gates.png
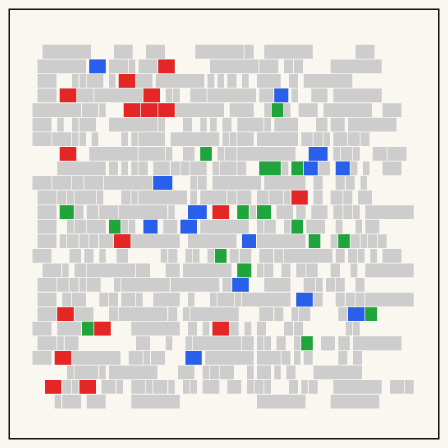
layers.png
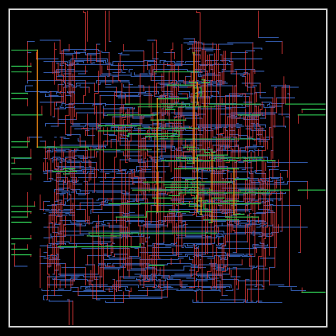
util_map.png
The die is cut into 8 by 8 equal tiles; white is low, dark blue is high, 0 to 100% covered.
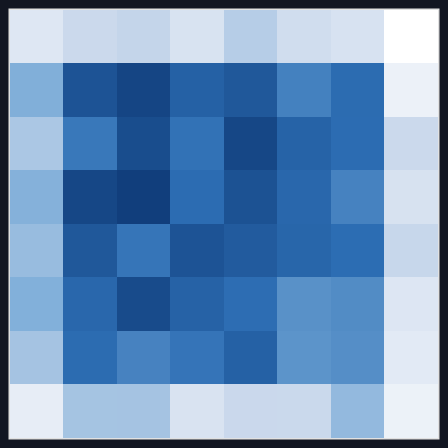
m2.png
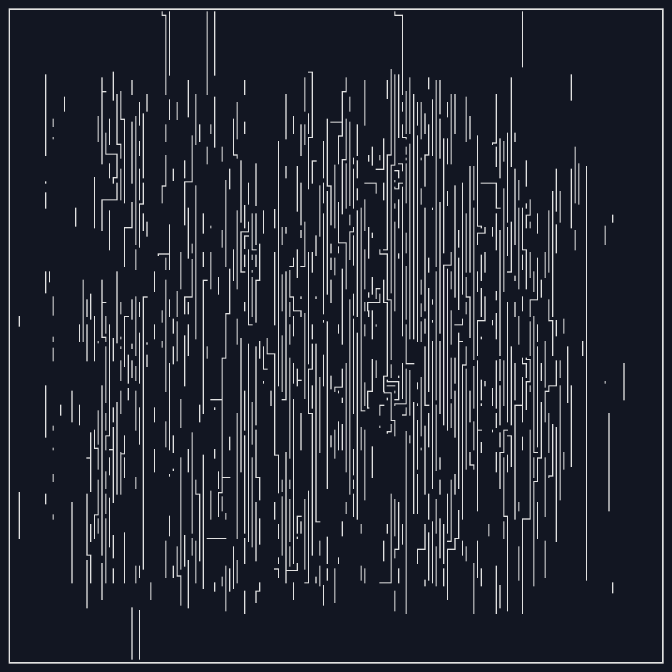
[src/rtl/uart_tx.sv]
// FIFO-fed UART transmitter.
// Frame: start, LSB-first data, optional parity, stop.
module uart_tx #(
    parameter int DATA_WIDTH = 8,
    parameter int DIV_WIDTH  = 16
) (
    input  logic                  clk,
    input  logic                  rst_n,
    input  logic [DIV_WIDTH-1:0]  baud_div,
    input  logic                  parity_en,
    input  logic                  parity_odd,
    input  logic                  fifo_empty,
    output logic                  fifo_rd_en,
    input  logic [DATA_WIDTH-1:0] fifo_dout,
    output logic                  tx,
    output logic                  busy,
    output logic                  tx_done
);

    localparam int BW = (DATA_WIDTH > 1) ? $clog2(DATA_WIDTH) : 1;
    localparam logic [BW-1:0] LAST_BIT = BW'(DATA_WIDTH - 1);

    typedef enum logic [2:0] {
        IDLE,
        FETCH,
        START,
        DATA,
        PARITY,
        STOP
    } state_t;

    state_t                state_q, state_d;
    logic [DIV_WIDTH-1:0]  baud_cnt_q, baud_cnt_d;
    logic [DIV_WIDTH-1:0]  reload_q, reload_d;
    logic [BW-1:0]         bit_cnt_q, bit_cnt_d;
    logic [DATA_WIDTH-1:0] shreg_q, shreg_d;
    logic                  par_en_q, par_en_d;
    logic                  par_bit_q, par_bit_d;
    logic                  tx_q, tx_d;
    logic                  bit_end;

    // Baud counter counts down to zero; zero marks the last cycle of a bit.
    assign bit_end = (baud_cnt_q == '0);

    // Next-state, counters and the registered value of the serial line.
    always_comb begin
        state_d    = state_q;
        baud_cnt_d = baud_cnt_q;
        reload_d   = reload_q;
        bit_cnt_d  = bit_cnt_q;
        shreg_d    = shreg_q;
        par_en_d   = par_en_q;
        par_bit_d  = par_bit_q;
        unique case (state_q)
            IDLE: begin
                if (!fifo_empty) begin
                    state_d = FETCH;
                end
            end
            FETCH: begin
                // A divisor of 0 behaves like 1: reload value 0.
                if (baud_div == '0) begin
                    reload_d = '0;
                end else begin
                    reload_d = baud_div - DIV_WIDTH'(1);
                end
                shreg_d    = fifo_dout;
                par_en_d   = parity_en;
                par_bit_d  = (^fifo_dout) ^ parity_odd;
                baud_cnt_d = reload_d;
                bit_cnt_d  = '0;
                state_d    = START;
            end
            START: begin
                if (bit_end) begin
                    baud_cnt_d = reload_q;
                    state_d    = DATA;
                end else begin
                    baud_cnt_d = baud_cnt_q - DIV_WIDTH'(1);
                end
            end
            DATA: begin
                if (bit_end) begin
                    baud_cnt_d = reload_q;
                    if (bit_cnt_q == LAST_BIT) begin
                        state_d = par_en_q ? PARITY : STOP;
                    end else begin
                        bit_cnt_d = bit_cnt_q + BW'(1);
                        shreg_d   = shreg_q >> 1;
                    end
                end else begin
                    baud_cnt_d = baud_cnt_q - DIV_WIDTH'(1);
                end
            end
            PARITY: begin
                if (bit_end) begin
                    baud_cnt_d = reload_q;
                    state_d    = STOP;
                end else begin
                    baud_cnt_d = baud_cnt_q - DIV_WIDTH'(1);
                end
            end
            STOP: begin
                if (bit_end) begin
                    state_d = IDLE;
                end else begin
                    baud_cnt_d = baud_cnt_q - DIV_WIDTH'(1);
                end
            end
            default: state_d = IDLE;
        endcase

        // Line level follows the state being entered, so tx is a flop.
        unique case (state_d)
            START:   tx_d = 1'b0;
            DATA:    tx_d = shreg_d[0];
            PARITY:  tx_d = par_bit_q;
            default: tx_d = 1'b1;
        endcase
    end

    // All state flops; reset abandons any frame in flight.
    always_ff @(posedge clk or negedge rst_n) begin
        if (!rst_n) begin
            state_q    <= IDLE;
            baud_cnt_q <= '0;
            reload_q   <= '0;
            bit_cnt_q  <= '0;
            shreg_q    <= '0;
            par_en_q   <= 1'b0;
            par_bit_q  <= 1'b0;
            tx_q       <= 1'b1;
        end else begin
            state_q    <= state_d;
            baud_cnt_q <= baud_cnt_d;
            reload_q   <= reload_d;
            bit_cnt_q  <= bit_cnt_d;
            shreg_q    <= shreg_d;
            par_en_q   <= par_en_d;
            par_bit_q  <= par_bit_d;
            tx_q       <= tx_d;
        end
    end

    assign tx         = tx_q;
    assign busy       = (state_q != IDLE);
    assign tx_done    = (state_q == STOP) && bit_end;
    assign fifo_rd_en = rst_n && (state_q == IDLE) && !fifo_empty;

endmodule

[config.mk]
export PLATFORM = sky130hd
export DESIGN_NAME = uart_tx
export DESIGN_NICKNAME = d
export VERILOG_FILES = /design/src/rtl/uart_tx.sv
export SDC_FILE = /design/constraint.sdc
export NUM_CORES = 1
export LEC_CHECK = 0
export CORE_MARGIN = 4
export CORE_UTILIZATION = 60
export DETAILED_ROUTE_END_ITERATION = 8
export PLACE_DENSITY = 0.84
export RECOVER_POWER = 50
export SLEW_MARGIN = 30
export SYNTH_ARGS = -nofsm -noshare
export SYNTH_HDL_FRONTEND = slang
export SYNTH_SLANG_ARGS = --single-unit
[constraint.sdc]
create_clock -name clk -period 5.58 [get_ports clk]
set_clock_uncertainty 0.1 [all_clocks]
set_input_delay 0.558 -clock clk [delete_from_list [all_inputs] [get_ports clk]]
set_output_delay 0.558 -clock clk [all_outputs]
set_load 0.05 [all_outputs]
==> run summary <==
Flow results are below.

- The longest clock path from root to sink contains 2 buffers.
- The total CTS buffers is 5, for reference.
- Power spread over the standard cell area amounts to approximately 280 nW/um2.
- In this run the maximum-capacitance check reported violations numbering 1.
- Looking at the power breakdown, sequential logic takes between 40% and 50% of the total.
- Across the placement rows, the number of tap cells is 67.
- The checks that failed: capacitance limit, slew limit.
- The logs give a warning total of 27.
- The final timing summary puts the cycle share of the worst path at 60.67%.
- The final count of pins violating max slew is 35, for reference.
- Combinational logic is responsible for 23.2% of the overall power.
- In the power breakdown, the internal column shows between 0.0006 and 0.0007 W.
- Per the layout report, the design carries 35 non-clock buffers.
- Summing all non-filler instances in the final layout gives an area of 3571 um2.
- Hold timing on the final database bottoms out at a slack of 0.2457 ns.
- The critical path's slowest cell is sky130_fd_sc_hd__clkdlybuf4s50_1, for reference.
- The stat command in Yosys gives a chip area of between 3000 and 4000 um2.
- The highest layer used for signal routing is met4, for reference.
- Checking hold timing, the worst path is listed with class in -> async.
- Summed over all sequential cells, the power is 0.000484 W.
- The capture point of the worst register-to-register path is recorded as baud_cnt_q[0].
- In this run, the synthesized area fraction spent on xor and xnor cells is recorded as 4.804%.
- Among all flip-flop cells after synthesis, the most frequent one is sky130_fd_sc_hd__dfrtp_1.
- Each instance of the synthesized netlist takes up on average 8.422 um2.
- For reference, the critical path is launched at baud_cnt_q[13].
- The synthesis run shows the most used standard cells to be sky130_fd_sc_hd__nand2_1 (51), sky130_fd_sc_hd__dfrtp_1 (48), sky130_fd_sc_hd__nor2_1 (46).
- The final weighted congestion of routability-driven global placement is 0.9085, for reference.
- The synthesis-stage register bit count is 49, for reference.
- The length of routed met3 wiring is roughly 710 um, for reference.
- The flow ran to the end, but the final reports show violations.
- The source of the worst register-to-register timing path is baud_cnt_q[13], for reference.
- The critical path crosses 4 cells after its start point.
- The multi-input gate count is 298, for reference.
- The number of synthesized flops with an enable pin is 0, for reference.
- The most utilized layer in the global route result is met2, for reference.
- Summed over all layers, the global routing overflow is 0.
- In the layout the commonest cells are sky130_fd_sc_hd__nand2_1 (51), sky130_fd_sc_hd__dfrtp_1 (48), sky130_fd_sc_hd__nor2_1 (46), sky130_fd_sc_hd__o21ai_0 (31), sky130_fd_sc_hd__clkdlybuf4s50_1 (31).
- Entering global routing, the biggest net connects 51 pins.
- The footprint of the multi-input gates is 1779 um2, for reference.
Notes on gates.png above:
xor and xnor cells -> red  # cells 17, most used xnor2_1
non-inverting ao/oa cells -> blue  # cells 14, most used a22o_1
and/or cells -> green  # cells 16, most used or3_1
Final Instance Count excl. Fillers: 463
most frequent logic cell in the layout: sky130_fd_sc_hd__nand2_1

Notes on layers.png above:
M1 -> blue  # wire length 3510 um
M3 -> green  # wire length 712 um
M4 -> orange  # wire length 138 um
M2 -> red  # wire length 3510 um
total number of vias: 2997
global router's overall resource usage: 26.15%
average detailed-routed wire length per instance: 16.98 um

Notes on util_map.png above:
tiles over 75% full = 39%
nearly empty tiles = 1.6%
fullest tile = 94%
mean over tiles = 55%
densest ninth of the die = middle
core occupancy in the finished layout: 73.65%
core region area: 4848 um2
Core Density at Floorplan: 63.92%

Notes on m2.png above:
nets with wire on the layer = 355
wire length on this layer = 3510 um
main direction = vertical
longest straight run = 50.7 um
met2 Use GR: 39.07%
detailed-route wire length: 7.864 mm

Power is estimated from default activity; no workload was simulated.
